File: config.mk
export PLATFORM = sky130hd
export DESIGN_NAME = lzc
export DESIGN_NICKNAME = d
export VERILOG_FILES = /design/src/rtl/lzc.sv
export SDC_FILE = /design/constraint.sdc
export NUM_CORES = 1
export LEC_CHECK = 0
export CELL_PAD_IN_SITES_DETAIL_PLACEMENT = 2
export CELL_PAD_IN_SITES_GLOBAL_PLACEMENT = 2
export CORE_MARGIN = 4
export CORE_UTILIZATION = 19
export CTS_CLUSTER_SIZE = 14
export DETAILED_ROUTE_END_ITERATION = 16
export GPL_ROUTABILITY_DRIVEN = 0
export PLACE_DENSITY = 0.75
export SYNTH_ARGS = -nofsm -noshare
export SYNTH_HDL_FRONTEND = slang
export SYNTH_SLANG_ARGS = --single-unit
File: constraint.sdc
create_clock -name clk -period 1.85 [get_ports clk]
set_clock_uncertainty 0.05 [all_clocks]
set_input_delay 0.2775 -clock clk [delete_from_list [all_inputs] [get_ports clk]]
set_output_delay 0.2775 -clock clk [all_outputs]
set_load 0.02 [all_outputs]
File: src/rtl/lzc.sv
// Pipelined leading-zero counter built from a binary tree of 2-bit LZ/all-zero cells.
// Define LZC_PIPE_EN to register the midpoint tree level, which raises the latency from 1 to 2 cycles.
module lzc #(
    parameter int W     = 12,
    parameter int CNT_W = $clog2(W + 1)
) (
    input  logic             clk,
    input  logic             nreset,
    input  logic             valid_i,
    input  logic [W-1:0]     data_i,
    output logic             valid_o,
    output logic [CNT_W-1:0] cnt_o,
    output logic             zero_o
);

    localparam int LOG2P = (W <= 2) ? 1 : $clog2(W);
    localparam int P     = 1 << LOG2P;
    localparam int S     = (LOG2P + 1) / 2;
    localparam int CW    = LOG2P + 1;
    localparam int NB    = LOG2P - S + 1;

    logic [P-1:0]  padded;
    logic          f_zf   [S+1][P];
    logic [CW-1:0] f_cn   [S+1][P];
    logic          mid_zf [P];
    logic [CW-1:0] mid_cn [P];
    logic          b_zf   [NB][P];
    logic [CW-1:0] b_cn   [NB][P];
    logic          stage_valid;
    logic [CW-1:0] cnt_full;

    // Ones below the LSB end every scan inside the real W bits.
    // An all-zero input therefore still counts exactly W.
    always_comb begin
        padded = '1;
        padded[P-1 -: W] = data_i;
    end

    // Node cnt is only meaningful when its zf flag is clear.
    always_comb begin
        for (int l = 0; l <= S; l++) begin
            for (int n = 0; n < P; n++) begin
                f_zf[l][n] = 1'b0;
                f_cn[l][n] = '0;
            end
        end
        for (int n = 0; n < P; n++) begin
            f_zf[0][n] = ~padded[n];
        end
        for (int l = 1; l <= S; l++) begin
            for (int n = 0; n < (P >> l); n++) begin
                f_zf[l][n] = f_zf[l-1][2*n+1] & f_zf[l-1][2*n];
                f_cn[l][n] = f_zf[l-1][2*n+1] ? (f_cn[l-1][2*n] | CW'(1 << (l - 1)))
                                              : f_cn[l-1][2*n+1];
            end
        end
    end

`ifdef LZC_PIPE_EN
    logic mid_valid;

    always_ff @(posedge clk) begin
        if (!nreset) begin
            mid_valid <= 1'b0;
        end else begin
            mid_valid <= valid_i;
            if (valid_i) begin
                for (int n = 0; n < P; n++) begin
                    mid_zf[n] <= f_zf[S][n];
                    mid_cn[n] <= f_cn[S][n];
                end
            end
        end
    end

    assign stage_valid = mid_valid;
`else
    always_comb begin
        for (int n = 0; n < P; n++) begin
            mid_zf[n] = f_zf[S][n];
            mid_cn[n] = f_cn[S][n];
        end
    end

    assign stage_valid = valid_i;
`endif

    // Row k of the back half of the tree is tree level S+k.
    always_comb begin
        for (int k = 0; k < NB; k++) begin
            for (int n = 0; n < P; n++) begin
                b_zf[k][n] = 1'b0;
                b_cn[k][n] = '0;
            end
        end
        for (int n = 0; n < P; n++) begin
            b_zf[0][n] = mid_zf[n];
            b_cn[0][n] = mid_cn[n];
        end
        for (int k = 1; k < NB; k++) begin
            for (int n = 0; n < (P >> (S + k)); n++) begin
                b_zf[k][n] = b_zf[k-1][2*n+1] & b_zf[k-1][2*n];
                b_cn[k][n] = b_zf[k-1][2*n+1] ? (b_cn[k-1][2*n] | CW'(1 << (S + k - 1)))
                                              : b_cn[k-1][2*n+1];
            end
        end
        cnt_full = b_zf[NB-1][0] ? CW'(P) : b_cn[NB-1][0];
    end

    always_ff @(posedge clk) begin
        if (!nreset) begin
            valid_o <= 1'b0;
            cnt_o   <= '0;
            zero_o  <= 1'b0;
        end else begin
            valid_o <= stage_valid;
            if (stage_valid) begin
                cnt_o  <= CNT_W'(cnt_full);
                zero_o <= (cnt_full == CW'(W));
            end
        end
    end

endmodule

Fig. 1: run 1, port wiring
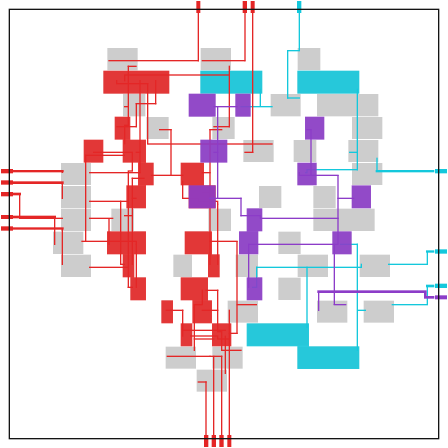
legend:
  data_i:
    colour: red
    bits: 12
    direction: input
    edge: 5 left, 4 bottom, 3 top
    end_cells: 18
    buffers: 16
    wire: 407 um
  valid_i:
    colour: purple
    bits: 1
    direction: input
    edge: right
    end_cells: 11
    buffers: 1
    wire: 93.2 um
  cnt_o:
    colour: cyan
    bits: 4
    direction: output
    edge: 3 right, 1 top
    end_cells: 4
    buffers: 4
    wire: 95.9 um
Buffers on Ports: 20
I/O pin count: 21

Fig. 2: run 1, wiring by layer
Scale bar: 20 um.
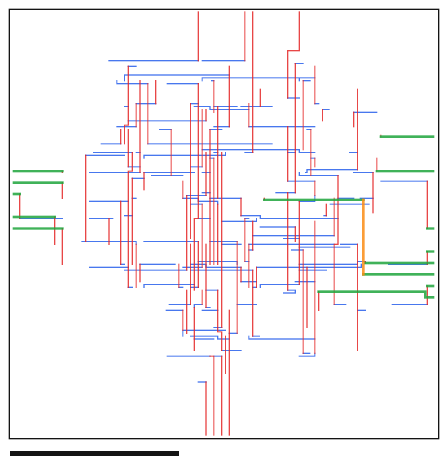
legend:
  met4:
    colour: orange
    wire_length: 8.80 um
  met2:
    colour: red
    wire_length: 602 um
  met3:
    colour: green
    wire_length: 80.0 um
  met1:
    colour: blue
    wire_length: 451 um

Fig. 3: run 1, ports around the boundary
Pins as bars across the die edge, other pins in grey.
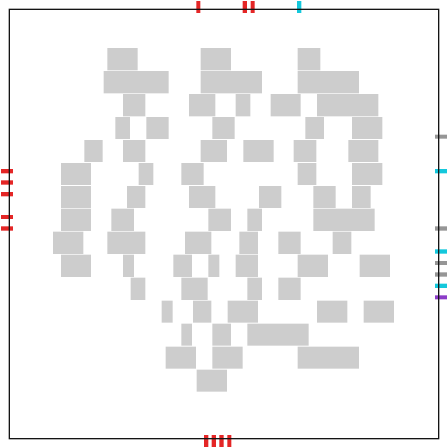
legend:
  valid_i:
    colour: purple
    pins: 1
    direction: input
    edge: right
  cnt_o:
    colour: cyan
    pins: 4
    direction: output
    edge: 3 right, 1 top
  data_i:
    colour: red
    pins: 12
    direction: input
    edge: 5 left, 4 bottom, 3 top

==> results.cfg, run 1 <==
; flow metrics
[logic_synthesis]
fraction_of_synthesized_cell_area_taken_by_the_top_area_cell_type = 0.3466
post_synth_inst_count = 39
yosysSeqAreaShare = 0.3466
ys_area_um2 = 346.6
synthesized_cell_area_um2 = 346.6
yosys-top-cells-count = sky130_fd_sc_hd__dfxtp_1, sky130_fd_sc_hd__o21ai_0
top_cells_by_area = sky130_fd_sc_hd__dfxtp_1, sky130_fd_sc_hd__o2111ai_1, sky130_fd_sc_hd__nor4_4
synth.avg_cell_area_um2 = 8.887
compound_area_frac = 0.2888
yosys-mux-area-fraction = 0
synthTopLogicFamily = simple AND/OR/NAND/NOR gates
postSynth.asyncResetShare = 0
synth.largest_area_cell = sky130_fd_sc_hd__dfxtp_1
syn-num-nets = 54
enable_flop_cells = 0
xor_xnor_share_of_the_synthesized_area = 0
synth_adder_area_share = 0
yosys.area_share.simple = 0.3430
synthFlopType = sky130_fd_sc_hd__dfxtp_1
synth_stat.cells = 39
yosys.cell_types.count = 22
yosys_register_bits = 6
synthMostInstantiatedCell = sky130_fd_sc_hd__dfxtp_1
synthesis.yosys.warnings = 0

[grt]
grt_overflow_total = 0
grt_pass1_vias = 456
grt_start_max_net_pins = 12
grtUsageMet1 = 0.1080
groute.layer.met2.usage = 0.1848
grt_first_pass_wirelength_um = 1973
grtUsageTotal = 0.1069
gr-usage-met3 = 0.02967
grt_antenna_before_repair = 0
grt.busiest_layer = met2

[worst_setup_path]
critical_path_class = input port to register
crit_path_max_fanout = 3
critical_path_arrival_ns = 1.60
worstPathRequired_ns = 1.92
cp-end-kind = register
worst_setup_path_start_kind = input port

[final_timing]
finalSetupViolations = 0
crit_share_post_route = 0.8284
timing.max_slew.rel_slack = 0.7201
setup_tns_ns = 0
hold_viol = 0
hold_ws_ns = 0.4159
worst_slew_pin_slew_ns = 0.4160
finalMaxSlewViolations = 0
achievable-frequency_ghz = 0.6525
timing.final.crit_period_ns = 1.533
rsz0062_at_grt = no

[finish]
layout_top_cells_excl_fill_tap = sky130_fd_sc_hd__clkdlybuf4s50_1, sky130_fd_sc_hd__dfxtp_1, sky130_fd_sc_hd__buf_4
n_all_buffers = 26
layout.cells.most_common = sky130_fd_sc_hd__clkdlybuf4s50_1
layout.clock_buffers = 3
multi_input_comb_cells = 31
area_used_by_sequential_logic_in_the_layout_um2 = 120.1
combAreaFraction = 0.3411
layout.nonclk_buf_frac = 0.3821
dominant_cells = non-clock buffers
num_antenna_cells = 0
n_sequential_cell = 6
final_net_count = 84
clock_network_contribution_to_total_cell_area = 0.03509
final.fill_count = 206
non_clock_inverter_count = 1
seqAreaFraction = 0.1871
flow.area_growth_from_synthesis_pct = 85.20
post_route_cells_drive_above_1_share = 0.1642
logic_area_um2 = 219.0

[floorplanning]
n_taps = 25
vertical_die_dimension_um = 50.71
design.core.area_um2 = 1727
fp-row-count = 15
floorplan.die_area_um2 = 2572
fp_util = 0.2007
die-width_um = 50.71

[clock_tree]
cts_tree = built
cts_inserted_buffers = 3
cts-root-to-sink-buffers = 2
clkTransAtPathRegs_ns = 0.04
cts_sinks = 6
cts_setup_buffers = 0
htree_num_levels = 1
cts_hold_buffers = 0
insertion_delay_ns = 0.24
ctsResizeCount = 0
clock_tree.root_cell = sky130_fd_sc_hd__clkbuf_4

[route]
drtPass1Iterations = 3
detailroute.wirelength.met3_um = 80
routed.top_layer = met4
wirelength_met1_um = 451
detailedRoute.firstIterationViolations = 1
remaining_drc_errors = 0
avgViaCountPerCell = 4.609
routed_wire_length_per_instance_um = 12.41
drt_wl_total_um = 1142
wl_met2_um = 602
routed-via-count = 424
antenna_violating_nets_left = 0

[outcome]
run_status = complete, no violations

[power]
power_leakage_nw = 0.2169
power.density_cell_area_nw_per_um2 = 531.3
ir_drop_uv = 155.5

[job]
maxCapViolCount = 0
warning_count = 26

[min_path]
hold_class = register to register

[placement]
dp_hpwl_um = 998.4
==> run 1: flip-flops by register name, summed over array words and instances (netlist names) <==
signal and count:
zero_o 1, cnt_o 4, valid_o 1
==> run 1: through the flow <==
| stage | total power [W] | instances | setup slack (ns) | utilization | instance area [um2] |
|---|---|---|---|---|---|
| 6_report | 0.0003410 | 92 | 0.3175 | 0.3717 | 641.9 |
| 3_5_place_dp | 0.0002263 | 89 | 0.06451 | 0.3587 | 619.3 |
| 4_1_cts | 0.0003503 | 92 | 0.3069 | 0.3717 | 641.9 |
| 5_1_grt | 0.0003677 | 92 | 0.2390 | 0.3717 | 641.9 |
| 2_1_floorplan | 0.0001630 | 39 | 0.6352 | - | 346.6 |
| 3_3_place_gp | 0.0002245 | 89 | 0.09621 | 0.3587 | 619.3 |
==> run 1: worst max-delay path: stages <==
cell	delay (ns)
sky130_fd_sc_hd__clkdlybuf4s50_1	0.47
sky130_fd_sc_hd__or4_1	0.55
sky130_fd_sc_hd__o2111ai_1	0.22
sky130_fd_sc_hd__a21boi_1	0.09
==> run 1: final timing paths <==
| check | from | endpoint | slack (ns) | cells after the start |
|---|---|---|---|---|
| worst min-delay path | zero_o$_SDFFE_PN0P_ | zero_o$_SDFFE_PN0P_ | 0.42 | 2 |
| worst max register to register | cnt_o[1]$_SDFFE_PN0P_ | cnt_o[1]$_SDFFE_PN0P_ | 1.12 | 2 |
| worst min register to register | zero_o$_SDFFE_PN0P_ | zero_o$_SDFFE_PN0P_ | 0.42 | 2 |
| worst max-delay path | data_i[7] | cnt_o[2]$_SDFFE_PN0P_ | 0.32 | 4 |
==> run 1: power by group <==
group	total (W)	switching, W	internal [W]
Sequential	0.000136	0.00000184	0.000134
Combinational	0.0000867	0.0000354	0.0000512
Clock	0.000118	0.0000450	0.0000732
Total	0.000341	0.0000823	0.000259
==> run 1 -> run 2 <==
--- a/config.mk
+++ b/config.mk
@@ -8,11 +8,11 @@
 export CELL_PAD_IN_SITES_DETAIL_PLACEMENT = 2
 export CELL_PAD_IN_SITES_GLOBAL_PLACEMENT = 2
 export CORE_MARGIN = 4
-export CORE_UTILIZATION = 19
+export CORE_UTILIZATION = 16
 export CTS_CLUSTER_SIZE = 14
 export DETAILED_ROUTE_END_ITERATION = 16
 export GPL_ROUTABILITY_DRIVEN = 0
-export PLACE_DENSITY = 0.75
+export PLACE_DENSITY = 0.67
 export SYNTH_ARGS = -nofsm -noshare
 export SYNTH_HDL_FRONTEND = slang
 export SYNTH_SLANG_ARGS = --single-unit
==> constraint.sdc (replaced) <==
create_clock -name clk -period 1.24 [get_ports clk]
set_clock_uncertainty 0.05 [all_clocks]
set_input_delay 0.186 -clock clk [delete_from_list [all_inputs] [get_ports clk]]
set_output_delay 0.186 -clock clk [all_outputs]
set_load 0.02 [all_outputs]
Fig. 4: run 2, wiring by layer
Scale bar: 20 um.
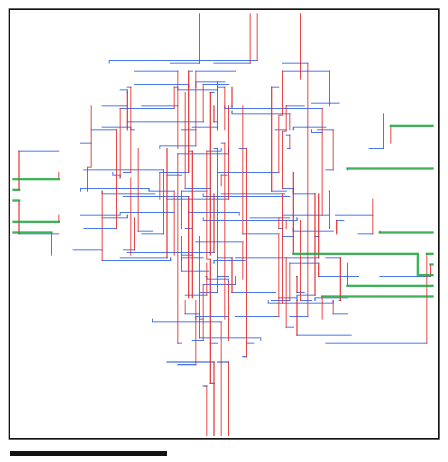
legend:
  met2:
    colour: red
    wire_length: 765 um
  met1:
    colour: blue
    wire_length: 541 um
  met3:
    colour: green
    wire_length: 86.7 um
post-detailed-routing wire length: 1392 um
detail-routed net length per standard cell: 13.92 um

==> run 2 against run 1 <==
- global-route usage decreased by 0.56 points
- combinational power grew 65%
- die size grew 16%
- cell count is 8.7% higher
- setup slack lost 0.28 ns
- cell area rose by 11%
- critical path depth increased by 1
- first-iteration DRC count unchanged
- count of clock-buffer cells in the layout is the same
- critical endpoint unchanged
==> results.cfg, run 2 <==
; flow metrics
[logic_synthesis]
ys_area_um2 = 346.6
synthMostInstantiatedCell = sky130_fd_sc_hd__dfxtp_1
synth_stat.cells = 39
synth.avg_cell_area_um2 = 8.887
enable_flop_cells = 0
synthFlopType = sky130_fd_sc_hd__dfxtp_1
fraction_of_synthesized_cell_area_taken_by_the_top_area_cell_type = 0.3466
yosys.cell_types.count = 22
synth.largest_area_cell = sky130_fd_sc_hd__dfxtp_1
postSynth.asyncResetShare = 0
synthesized_cell_area_um2 = 346.6
yosysSeqAreaShare = 0.3466
yosys-top-cells-count = sky130_fd_sc_hd__dfxtp_1, sky130_fd_sc_hd__o21ai_0
top_cells_by_area = sky130_fd_sc_hd__dfxtp_1, sky130_fd_sc_hd__o2111ai_1, sky130_fd_sc_hd__nor4_4
syn-num-nets = 54
yosys_register_bits = 6
post_synth_inst_count = 39
synthesis.yosys.warnings = 0

[power]
p_comb_frac = 0.269
p_switching_w = 0.0001422
clock_power_share = 0.348
p_clk_w = 0.000184
power_leakage_nw = 0.3020
sw_frac_of_total = 0.2685
p_int_w = 0.0003874
sequential_fraction_of_design_power = 0.382
power.density_cell_area_nw_per_um2 = 745.3
power.group.top = sequential cells
comb-power_w = 0.000143
sequentialPower_w = 0.000203
ir_drop_uv = 284.3

[final_timing]
worst_slew_pin_slew_ns = 0.3343
hold_viol = 0
final_worst_slack_ns = 0.04237
setup_tns_ns = 0
timing.max_slew.rel_slack = 0.7764
hold_ws_ns = 0.3676
timing.final.crit_period_ns = 1.198
crit_share_post_route = 0.9658
finalMaxSlewViolations = 0
finalSetupViolations = 0
achievable-frequency_ghz = 0.8350

[outcome]
run_status = complete, no violations

[route]
detailroute.wirelength.met3_um = 86
wirelength_met1_um = 541
routed-via-count = 434
routed.top_layer = met3
wl_met2_um = 764
remaining_drc_errors = 0
antenna_violating_nets_left = 0
drtPass1Iterations = 2
detailedRoute.firstIterationViolations = 1
avgViaCountPerCell = 4.340

[worst_setup_path]
reg2regPathDepth = 2
worst_r2r_startpoint = cnt_o[0]$_SDFFE_PN0P_
worst_setup_path_start_kind = input port
critical_path_class = input port to register
regToRegSetupSlack_ns = 0.51
regToRegEndpoint = cnt_o[0]$_SDFFE_PN0P_
crit_path_max_fanout = 2
critical_path_arrival_ns = 1.33
worstPathRequired_ns = 1.37
cp-end-kind = register

[job]
maxCapViolCount = 0
warning_count = 26

[grt]
grt_antenna_before_repair = 0
groute.layer.met2.usage = 0.1853
grt_pass1_vias = 502
grt_overflow_total = 0
grtUsageTotal = 0.1014
grtUsageMet1 = 0.1100
gr-usage-met3 = 0.01090
grt.busiest_layer = met2
grt_start_max_net_pins = 12
grt_first_pass_wirelength_um = 2173

[clock_tree]
cts_setup_buffers = 0
cts_tree = built
cts_sinks = 6
insertion_delay_ns = 0.24
clock_tree.root_cell = sky130_fd_sc_hd__clkbuf_4
htree_num_levels = 1
cts_inserted_buffers = 3
clkTransAtPathRegs_ns = 0.05
cts-root-to-sink-buffers = 2
ctsResizeCount = 15
cts_hold_buffers = 0

[floorplanning]
die-width_um = 54.54
design.core.area_um2 = 2002
vertical_die_dimension_um = 54.54
fp_util = 0.1731
fp-row-count = 16
ios = 21
floorplan.die_area_um2 = 2975

[finish]
fin_util = 0.3550
post_route_cells_drive_above_1_share = 0.2877
largest_register_ff_count = 4
final_net_count = 90
flow.area_growth_from_synthesis_pct = 105.1
area_used_by_sequential_logic_in_the_layout_um2 = 120.1
layout_top_cells_excl_fill_tap = sky130_fd_sc_hd__buf_4, sky130_fd_sc_hd__dlygate4sd2_1, sky130_fd_sc_hd__dfxtp_1, sky130_fd_sc_hd__clkdlybuf4s50_1
logic_area_um2 = 249.0
finalNonFillerCells = 100
reg_top3 = cnt_o x4, valid_o x1, zero_o x1
layout.cells.most_common = sky130_fd_sc_hd__buf_4
num_antenna_cells = 0
max_flop_register = cnt_o
final.fill_count = 243

[placement]
detailedPlace.worstSlack_ns = -0.4049
numPortBuffers = 20
numPlacedInstances = 97
dp_hpwl_um = 1073

[min_path]
holdCritStartpoint = data_i[0]
min_delay_worst_endpoint = cnt_o[1]$_SDFFE_PN0P_
hold_class = input port to register
holdPathStages = 3
[run 2: cell counts after synthesis]
No cell type changed its count.
[run 2: final cells by class]
type                            instances  area share
Multi-Input combinational cell         31      0.3504
Inverter                                1    0.005282
Sequential cell                         6      0.1690
Timing Repair Buffer                   32      0.3961
Tap cell                               27     0.04754
Clock buffer                            3     0.03169
[run 2: how the worst max path moves through the flow]
stage	startpoint	endpoint	slack [ns]	depth (start not counted)
floorplan	data_i[7]	cnt_o[2]$_SDFFE_PN0P_	0.12	3
global placement	data_i[7]	cnt_o[2]$_SDFFE_PN0P_	-0.40	4
detailed placement	data_i[7]	cnt_o[2]$_SDFFE_PN0P_	-0.40	4
CTS	data_i[6]	cnt_o[3]$_SDFFE_PN0P_	0.04	6
global route	data_i[1]	cnt_o[2]$_SDFFE_PN0P_	-0.06	5
finish	data_i[1]	cnt_o[2]$_SDFFE_PN0P_	0.04	5
[run 2: critical path, stage by stage]
cell and delay, ns:
sky130_fd_sc_hd__clkdlybuf4s50_1 0.45, sky130_fd_sc_hd__nor4_2 0.26, sky130_fd_sc_hd__buf_4 0.17, sky130_fd_sc_hd__o2111ai_2 0.12, sky130_fd_sc_hd__a21boi_1 0.13
[run 2: through the flow]
step / total power (W) / cell area (um2)
5_1_grt: 0.0005610 / 710.7
3_5_place_dp: 0.0003523 / 666.9
2_1_floorplan: 0.0002432 / 346.6
4_1_cts: 0.0005392 / 693.2
3_3_place_gp: 0.0003498 / 666.9
6_report: 0.0005297 / 710.7
[run 2: kinds of logic (layout without fill, tap and decap cells)]
family          Yosys count  in the layout  share of synthesized area
simple gates             17             17                     0.3430
buf+inv                   2             36                    0.02164
compound gates           14             14                     0.2888
flops                     6              6                     0.3466
Power is estimated from default activity; no workload was simulated.
